## src/rtl/alu_pkg.sv

```systemverilog
// Shared definitions for the ALU operation sequencer: state encodings,
// opcode constants and default widths.
package alu_pkg;

  localparam int WIDTH_DEF   = 6;
  localparam int OP_W_DEF    = 4;
  localparam int TIMEOUT_DEF = 16;

  typedef enum logic [2:0] {
    S_A    = 3'd0,
    S_B    = 3'd1,
    S_OP   = 3'd2,
    S_RUN  = 3'd3,
    S_WAIT = 3'd4,
    S_SHOW = 3'd5
  } state_e;

  localparam logic [3:0] OP_AND   = 4'd0;
  localparam logic [3:0] OP_OR    = 4'd1;
  localparam logic [3:0] OP_XOR   = 4'd2;
  localparam logic [3:0] OP_XNOR  = 4'd3;
  localparam logic [3:0] OP_ADD   = 4'd4;
  localparam logic [3:0] OP_SUB   = 4'd5;
  localparam logic [3:0] OP_NOT   = 4'd6;
  localparam logic [3:0] OP_PASSA = 4'd7;

  // States in which a user step loads a value from the switches.
  function automatic logic is_load_state(input state_e s);
    return (s == S_A) || (s == S_B) || (s == S_OP);
  endfunction

endpackage

```

## src/rtl/alu_seq_timeout_ctr.sv

```systemverilog
// Down-counter for the WAIT timeout: load on entry, count down while enabled,
// expire_o is high once the count reaches zero.
module alu_seq_timeout_ctr
  import alu_pkg::*;
#(
  parameter int TIMEOUT = TIMEOUT_DEF
) (
  input  logic clk,
  input  logic reset,
  input  logic load_i,
  input  logic en_i,
  output logic expire_o
);

  localparam int CW = (TIMEOUT > 2) ? $clog2(TIMEOUT) : 1;
  localparam logic [CW-1:0] LOAD_VAL = CW'(TIMEOUT - 1);

  logic [CW-1:0] cnt_q;
  logic [CW-1:0] cnt_d;

  always_comb begin
    cnt_d = cnt_q;
    if (load_i) begin
      cnt_d = LOAD_VAL;
    end else if (en_i && (cnt_q != '0)) begin
      cnt_d = cnt_q - 1'b1;
    end
  end

  always_ff @(posedge clk) begin
    if (reset) begin
      cnt_q <= '0;
    end else begin
      cnt_q <= cnt_d;
    end
  end

  assign expire_o = (cnt_q == '0);

endmodule

```

## src/rtl/alu_op_sequencer.sv

```systemverilog
// Step-driven sequencer: latches A, B and opcode from switches, runs one ALU
// start/done handshake and holds the result. Optional WAIT timeout: ALU_SEQ_TIMEOUT_EN.
module alu_op_sequencer
  import alu_pkg::*;
#(
  parameter int WIDTH   = WIDTH_DEF,
  parameter int OP_W    = OP_W_DEF,
  parameter int TIMEOUT = TIMEOUT_DEF
) (
  input  logic             clk,
  input  logic             reset,
  input  logic             btn_step,
  input  logic [WIDTH-1:0] sw_data,
  input  logic [OP_W-1:0]  sw_op,
  output logic [WIDTH-1:0] alu_a,
  output logic [WIDTH-1:0] alu_b,
  output logic [OP_W-1:0]  alu_op,
  output logic             alu_start,
  input  logic             alu_done,
  input  logic [WIDTH-1:0] alu_result,
  output logic [WIDTH-1:0] result,
  output logic             result_valid,
  output logic [2:0]       state_led,
  output logic             error
);

  state_e           state_q, state_d;
  logic [WIDTH-1:0] alu_a_q, alu_a_d;
  logic [WIDTH-1:0] alu_b_q, alu_b_d;
  logic [OP_W-1:0]  alu_op_q, alu_op_d;
  logic [WIDTH-1:0] result_q, result_d;
  logic             start_q, start_d;
  logic             valid_q, valid_d;
  logic             error_q, error_d;
  logic             timeout_hit;

`ifdef ALU_SEQ_TIMEOUT_EN
  logic ctr_expire;

  alu_seq_timeout_ctr #(
    .TIMEOUT (TIMEOUT)
  ) u_timeout_ctr (
    .clk      (clk),
    .reset    (reset),
    .load_i   (state_q == S_RUN),
    .en_i     (state_q == S_WAIT),
    .expire_o (ctr_expire)
  );

  assign timeout_hit = ctr_expire && (state_q == S_WAIT);
`else
  // Without the timeout feature WAIT never gives up; TIMEOUT has no effect.
  assign timeout_hit = (TIMEOUT < 0);
`endif

  always_comb begin
    state_d  = state_q;
    alu_a_d  = alu_a_q;
    alu_b_d  = alu_b_q;
    alu_op_d = alu_op_q;
    result_d = result_q;
    start_d  = 1'b0;
    valid_d  = valid_q;
    error_d  = error_q;

    case (state_q)
      S_A: begin
        if (btn_step) begin
          alu_a_d = sw_data;
          state_d = S_B;
        end
      end
      S_B: begin
        if (btn_step) begin
          alu_b_d = sw_data;
          state_d = S_OP;
        end
      end
      S_OP: begin
        // start is registered so it is high exactly during the RUN cycle
        if (btn_step) begin
          alu_op_d = sw_op;
          start_d  = 1'b1;
          state_d  = S_RUN;
        end
      end
      S_RUN: begin
        state_d = S_WAIT;
      end
      S_WAIT: begin
        // a real done outranks a timeout landing in the same cycle
        if (alu_done) begin
          result_d = alu_result;
          valid_d  = 1'b1;
          state_d  = S_SHOW;
        end else if (timeout_hit) begin
          result_d = '1;
          error_d  = 1'b1;
          valid_d  = 1'b1;
          state_d  = S_SHOW;
        end
      end
      S_SHOW: begin
        if (btn_step) begin
          valid_d = 1'b0;
          error_d = 1'b0;
          state_d = S_A;
        end
      end
      default: begin
        valid_d = 1'b0;
        error_d = 1'b0;
        state_d = S_A;
      end
    endcase
  end

  always_ff @(posedge clk) begin
    if (reset) begin
      state_q  <= S_A;
      alu_a_q  <= '0;
      alu_b_q  <= '0;
      alu_op_q <= '0;
      result_q <= '0;
      start_q  <= 1'b0;
      valid_q  <= 1'b0;
      error_q  <= 1'b0;
    end else begin
      state_q  <= state_d;
      alu_a_q  <= alu_a_d;
      alu_b_q  <= alu_b_d;
      alu_op_q <= alu_op_d;
      result_q <= result_d;
      start_q  <= start_d;
      valid_q  <= valid_d;
      error_q  <= error_d;
    end
  end

  assign alu_a        = alu_a_q;
  assign alu_b        = alu_b_q;
  assign alu_op       = alu_op_q;
  assign alu_start    = start_q;
  assign result       = result_q;
  assign result_valid = valid_q;
  assign state_led    = state_q;
  assign error        = error_q;

endmodule

```

## config.mk

```make
export PLATFORM = sky130hd
export DESIGN_NAME = alu_op_sequencer
export DESIGN_NICKNAME = d
export VERILOG_FILES = /design/src/rtl/alu_pkg.sv /design/src/rtl/alu_seq_timeout_ctr.sv /design/src/rtl/alu_op_sequencer.sv
export SDC_FILE = /design/constraint.sdc
export NUM_CORES = 1
export LEC_CHECK = 0
export CORE_ASPECT_RATIO = 1.1
export CORE_MARGIN = 10
export CORE_UTILIZATION = 43
export CTS_CLUSTER_DIAMETER = 200
export DETAILED_ROUTE_END_ITERATION = 8
export PLACE_DENSITY_LB_ADDON = 0.05
export SETUP_SLACK_MARGIN = 0.4
export SYNTH_ARGS = -nofsm -noshare
export SYNTH_HDL_FRONTEND = slang
export SYNTH_SLANG_ARGS = --single-unit
```

## constraint.sdc

```tcl
create_clock -name clk -period 3.65 [get_ports clk]
set_input_delay 0.5475 -clock clk [delete_from_list [all_inputs] [get_ports clk]]
set_output_delay 0.5475 -clock clk [all_outputs]
set_load 0.005 [all_outputs]
```

run_1/floorplan.png
Pins as bars on the die edge.
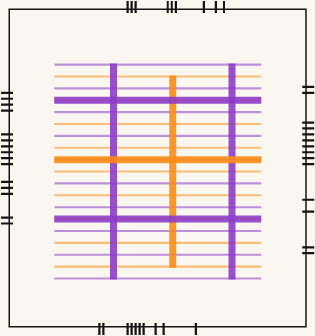
legend:
  VDD:
    colour: orange
  VSS:
    colour: purple
met1 rails: 19
met4 straps: 3
signal pins: 48
met5 straps: 3

run_1/class_map.png
Scale bar: 20 um.
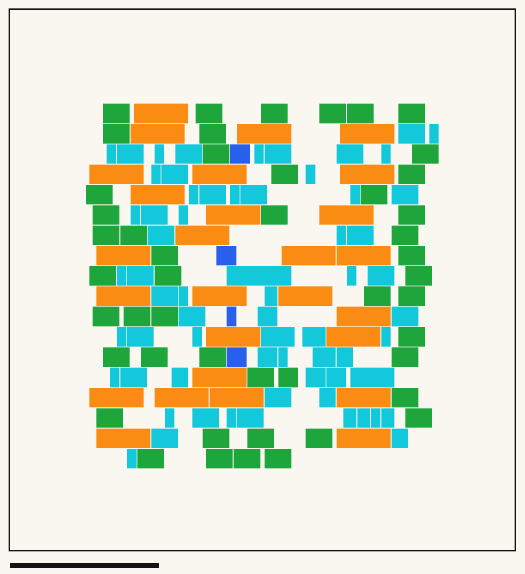
legend:
  sequential cells:
    colour: orange
    cells: 27
    share_of_their_area: 36%
  remaining buffers and delay cells:
    colour: green
    cells: 47
    share_of_their_area: 31%
  clock drivers and dummy loads:
    colour: blue
    cells: 4
    share_of_their_area: 1.7%
  remaining logic cells:
    colour: cyan
    cells: 65
    share_of_their_area: 31%

==> flow_metrics.env, run 1 <==
# physical design summary
export IMPL_final_max_slew_viol_count=0
export IMPL_ant_nets=0
export IMPL_postSynthCellCount=102
export IMPL_synth_avg_cell_area_um2=10.5
export IMPL_nNetsFinal=164
export IMPL_final_util=0.665
export IMPL_critPathKind="reg -> out"
export IMPL_cts_resized=0
export IMPL_synth_most_common_cell="dfxtp_1"
export IMPL_routed_wl_met3_um=296
export IMPL_gp_congestion=0.668
export IMPL_power_top_group="registers"
export IMPL_final_period_utilization=0.556
export IMPL_synthToLayoutAreaGrowth_pct=43.9
export IMPL_synth_cell_type_count=23
export IMPL_reg2reg_depth=3
export IMPL_ir_worst_vdd_uv=260
export IMPL_rows=18
export IMPL_portBuffers=46
export IMPL_comb_power_uw=83.0
export IMPL_routedWlPerCell_um=13.9
export IMPL_reg2reg_from="state_led[1]"
export IMPL_grt_max_degree=28
export IMPL_seq_area_um2=541
export IMPL_synth_top_cell_area_share=0.505
export IMPL_cts_buffer_depth=2
export IMPL_hp_class="reg -> reg"
export IMPL_nClkBuffers=4
export IMPL_critical_path_required_ps=3100
export IMPL_critPathTopFamily="flip-flops"
export IMPL_buf_share=0.304
export IMPL_ys_sh_mux=0.206
export IMPL_yosys_area_share_adder=0
export IMPL_edf_count=0
export IMPL_path_depth=1
export IMPL_top_usage_layer="met2"
export IMPL_groute_usage_overall=0.0994
export IMPL_drtIter0Drc=40
export IMPL_synthTopCellsByCount="dfxtp_1 (27), mux2i_1 (22), nor2_1 (22)"
export IMPL_fmax_mhz=493
export IMPL_die_h_um=72.3
export IMPL_drive_above_1_share=0.0420
export IMPL_internal_power_uw=404
export IMPL_path_buffers=1
export IMPL_postSynthSeqShare=0.505
export IMPL_core_area_mm2=0.00232
export IMPL_stdcell_count=173
export IMPL_topCellsByArea="dfxtp_1 (50%), mux2i_1 (21%), nor2_1 (7.7%)"
export IMPL_cts_buffers=3
export IMPL_ys_area_mm2=0.00107
export IMPL_worstMarginPinSlew_ps=951
export IMPL_powerClk_uw=125
export IMPL_logic_family="multiplexers"
export IMPL_setup_worst_path_start_class="register"
export IMPL_drc_errors=0
export IMPL_status="complete, no violations"
export IMPL_synth_area_mm2=0.00107
export IMPL_worst_slack_ps=1620
export IMPL_buffers=47
export IMPL_finalWirelength_mm=2.41
export IMPL_min_to="result_valid"
export IMPL_wl_met2_mm=1.05
export IMPL_die_area_mm2=0.00489
export IMPL_regToRegEndpoint="alu_a[3]"
export IMPL_firstDrtPassIters=3
run_1/clock_wires.png
Scale bar: 20 um.
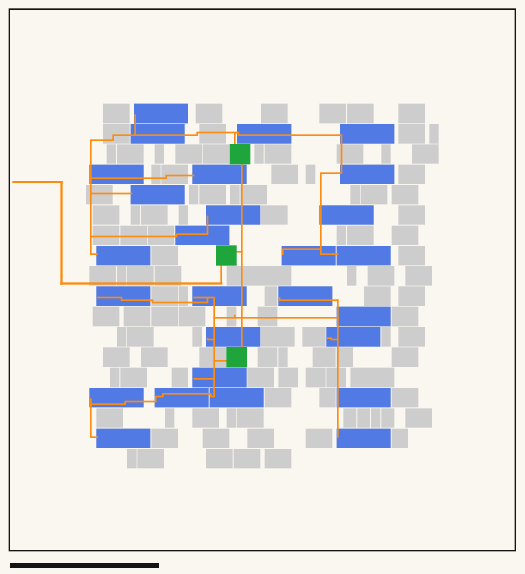
legend:
  flip-flops:
    colour: blue
    count: 27
  clock wires:
    colour: orange
    length: 306 um
  clock-net drivers:
    colour: green
    count: 3
routed clock nets: 4

run_1/layers.png
Only two layers are drawn.
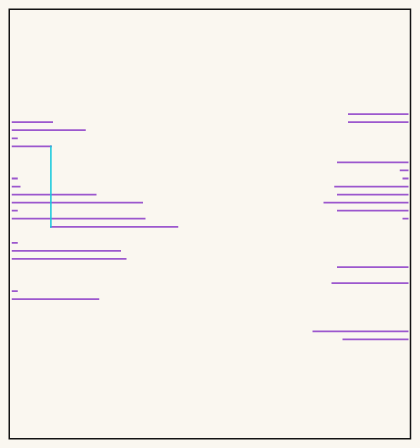

==> run 2: changes to the inputs <==
- CORE_UTILIZATION: 43 -> 40
- clock period: 3.65 -> 2.1 ns (I/O delays scaled with it)
run_2/layers.png
Only two layers are drawn.
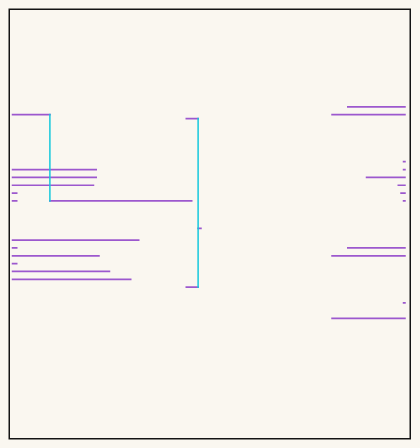
legend:
  M4:
    colour: cyan
    wire_length: 44.2 um
  M3:
    colour: purple
    wire_length: 222 um

run_2/floorplan.png
Pins as bars on the die edge.
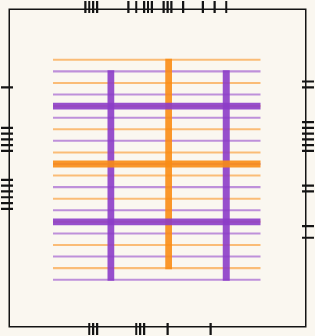
legend:
  VSS:
    colour: purple
  VDD:
    colour: orange
rows: 19
met1 rails: 20

run_2/class_map.png
Scale bar: 20 um.
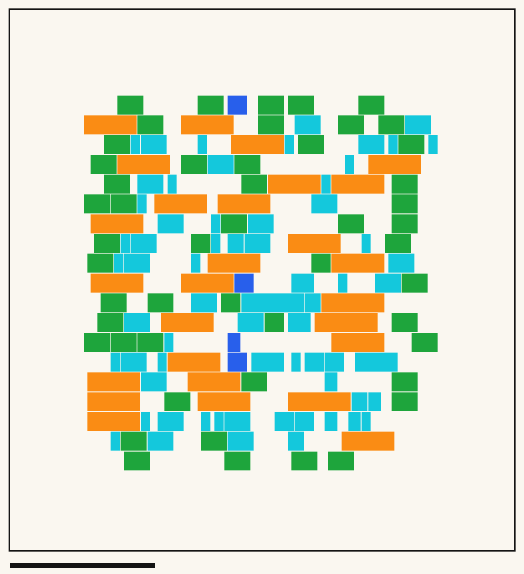
legend:
  remaining logic cells:
    colour: cyan
    cells: 65
    share_of_their_area: 30%
  sequential cells:
    colour: orange
    cells: 27
    share_of_their_area: 36%
  clock drivers and dummy loads:
    colour: blue
    cells: 4
    share_of_their_area: 1.8%
  remaining buffers and delay cells:
    colour: green
    cells: 50
    share_of_their_area: 32%

==> flow_metrics.env, run 2 <==
# physical design summary
export IMPL_status="complete, no violations"
export IMPL_ys_area_mm2=0.00107
export IMPL_wl_met2_mm=1.24
export IMPL_postSynthCellCount=102
export IMPL_min_to="result_valid"
export IMPL_internal_power_uw=702
export IMPL_finalWirelength_mm=2.63
export IMPL_postSynthSeqShare=0.505
export IMPL_synth_top_cell_area_share=0.505
export IMPL_stdcell_count=177
export IMPL_firstDrtPassIters=4
export IMPL_synth_area_mm2=0.00107
export IMPL_ir_worst_vdd_uv=447
export IMPL_logic_family="multiplexers"
export IMPL_synth_avg_cell_area_um2=10.5
export IMPL_path_buffers=1
export IMPL_synthTopCellsByCount="dfxtp_1 (27), mux2i_1 (22), nor2_1 (22)"
export IMPL_groute_usage_overall=0.102
export IMPL_seq_area_um2=552
export IMPL_nClkBuffers=3
export IMPL_ys_sh_mux=0.206
export IMPL_setup_worst_path_start_class="register"
export IMPL_drive_above_1_share=0.0890
export IMPL_synthToLayoutAreaGrowth_pct=47.3
export IMPL_critPathTopFamily="buffers and inverters"
export IMPL_critPathKind="reg -> out"
export IMPL_nNetsFinal=167
export IMPL_regToRegEndpoint="alu_b[0]"
export IMPL_cts_buffers=3
export IMPL_buffers=50
export IMPL_routedWlPerCell_um=14.9
export IMPL_final_util=0.626
export IMPL_reg2reg_depth=3
export IMPL_ant_nets=0
export IMPL_die_area_mm2=0.00515
export IMPL_die_h_um=74.3
export IMPL_hp_class="reg -> reg"
export IMPL_gp_congestion=0.726
export IMPL_core_area_mm2=0.00252
export IMPL_comb_power_uw=151
export IMPL_worst_slack_ps=511
export IMPL_buf_share=0.311
export IMPL_yosys_area_share_adder=0
export IMPL_final_max_slew_viol_count=0
export IMPL_edf_count=0
export IMPL_grt_max_degree=16
export IMPL_critical_path_required_ps=1780
export IMPL_final_period_utilization=0.757
export IMPL_power_top_group="registers"
export IMPL_rows=19
export IMPL_reg2reg_from="state_led[2]"
export IMPL_path_depth=1
export IMPL_synth_most_common_cell="dfxtp_1"
export IMPL_top_usage_layer="met2"
export IMPL_drtIter0Drc=37
run_2/clock_wires.png
Scale bar: 20 um.
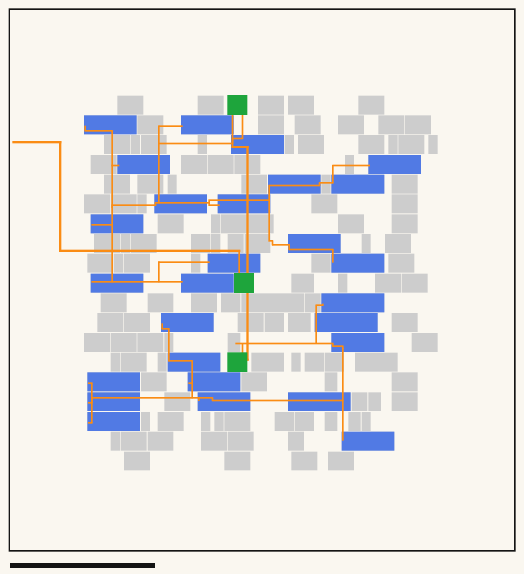

==> run 3: changes to the inputs <==
- CORE_UTILIZATION: 40 -> 36
- clock period: 2.1 -> 1.45 ns (I/O delays scaled with it)
run_3/clock_wires.png
Scale bar: 20 um.
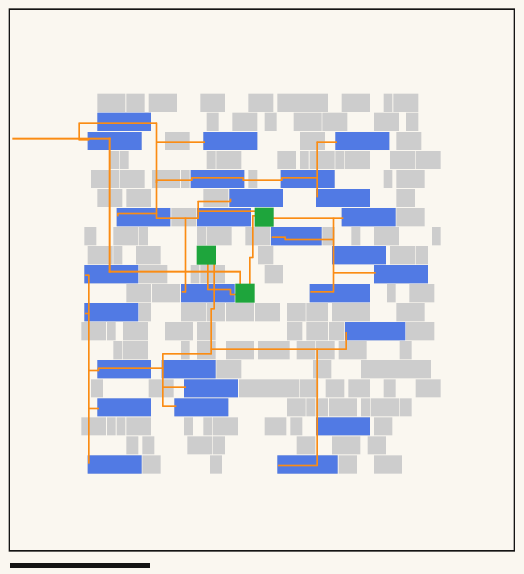
legend:
  clock-net drivers:
    colour: green
    count: 3
  clock wires:
    colour: orange
    length: 346 um
  flip-flops:
    colour: blue
    count: 27
routed clock nets: 4

run_3/class_map.png
Scale bar: 20 um.
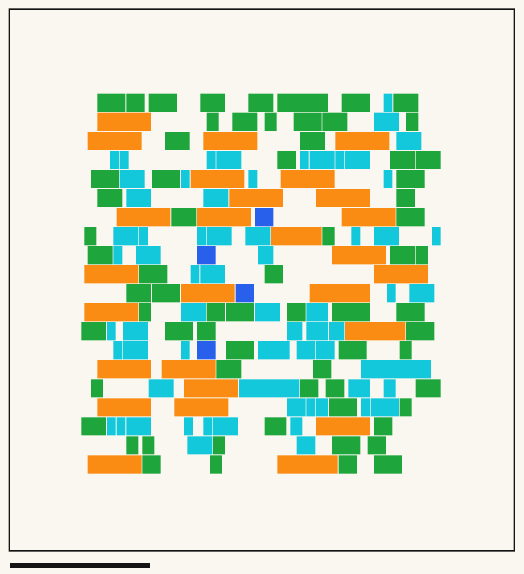
legend:
  remaining logic cells:
    colour: cyan
    cells: 65
    share_of_their_area: 29%
  sequential cells:
    colour: orange
    cells: 27
    share_of_their_area: 34%
  clock drivers and dummy loads:
    colour: blue
    cells: 4
    share_of_their_area: 1.8%
  remaining buffers and delay cells:
    colour: green
    cells: 68
    share_of_their_area: 36%

==> flow_metrics.env, run 3 <==
# physical design summary
export IMPL_status="complete, no violations"
export IMPL_cts_setup_buffers=8
export IMPL_drc_errors=0
export IMPL_critPathTopFamily="flip-flops"
export IMPL_drtIter0Drc=32
export IMPL_die_h_um=77.2
export IMPL_ant_nets=0
export IMPL_edf_count=0
export IMPL_fp_utilization=0.382
export IMPL_worst_slack_ps=144
export IMPL_path_buffers=2
export IMPL_cts_buffer_depth=2
export IMPL_nWellTaps=33
export IMPL_top_usage_layer="met2"
export IMPL_fmax_mhz=766
export IMPL_routedWlPerCell_um=13.9
export IMPL_synth_avg_cell_area_um2=10.5
export IMPL_synth_top_cell_area_share=0.505
export IMPL_synthTopCellsByCount="dfxtp_1 (27), mux2i_1 (22), nor2_1 (22)"
export IMPL_p_sw_uw=343
export IMPL_die_area_mm2=0.00556
export IMPL_grtUsageMet1=0.103
export IMPL_ys_area_mm2=0.00107
export IMPL_fillers=256
export IMPL_drive_above_1_share=0.506
export IMPL_critPathKind="reg -> reg"
export IMPL_topCellsByArea="dfxtp_1 (50%), mux2i_1 (21%), nor2_1 (7.7%)"
export IMPL_finalWirelength_mm=2.75
export IMPL_cts_resized=137
export IMPL_synth_area_mm2=0.00107
export IMPL_firstDrtPassIters=2
export IMPL_portBuffers=46
export IMPL_crit_slowest_cell="dfxtp_4"
export IMPL_reg2reg_from="state_led[2]"
export IMPL_comb_power_uw=271
export IMPL_synth_cell_type_count=23
export IMPL_ys_sh_mux=0.206
export IMPL_final_max_slew_viol_count=0
export IMPL_core_area_mm2=0.00280
export IMPL_stdcell_count=197
export IMPL_routed_wl_met3_um=328
export IMPL_ir_worst_vdd_uv=568
export IMPL_end_kind="register"
export IMPL_nClkBuffers=3
export IMPL_crit_path_cell_trace="buf_6, nor4b_4, buf_4, mux2i_1, nor2_1"
export IMPL_buffers=68
export IMPL_synthToLayoutAreaGrowth_pct=63.8
export IMPL_groute_usage_overall=0.0947
export IMPL_setup_worst_path_start_class="register"
export IMPL_min_to="state_led[1]"
export IMPL_internal_power_mw=1.05
export IMPL_hp_class="in -> reg"
export IMPL_seq_area_um2=581
export IMPL_logic_family="multiplexers"
export IMPL_final_period_utilization=0.901
export IMPL_warnings=29
export IMPL_buf_share=0.350
export IMPL_cts_buffers=3
export IMPL_path_depth=5
export IMPL_rows=20
export IMPL_regToRegEndpoint="alu_a[2]"
export IMPL_reg2reg_depth=5
export IMPL_wl_met2_mm=1.31
export IMPL_powerClk_uw=335
export IMPL_nNetsFinal=185
export IMPL_worstHoldStart="btn_step"
export IMPL_final_util=0.626
export IMPL_gp_congestion=0.664
export IMPL_critical_path_required_ps=1680
run_3/floorplan.png
Pins as bars on the die edge.
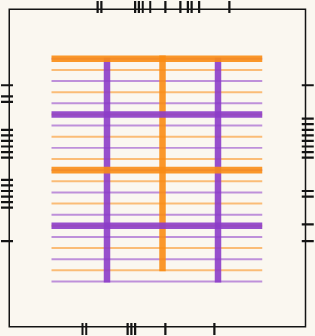
legend:
  VDD:
    colour: orange
  VSS:
    colour: purple
met1 rails: 21
rows: 20

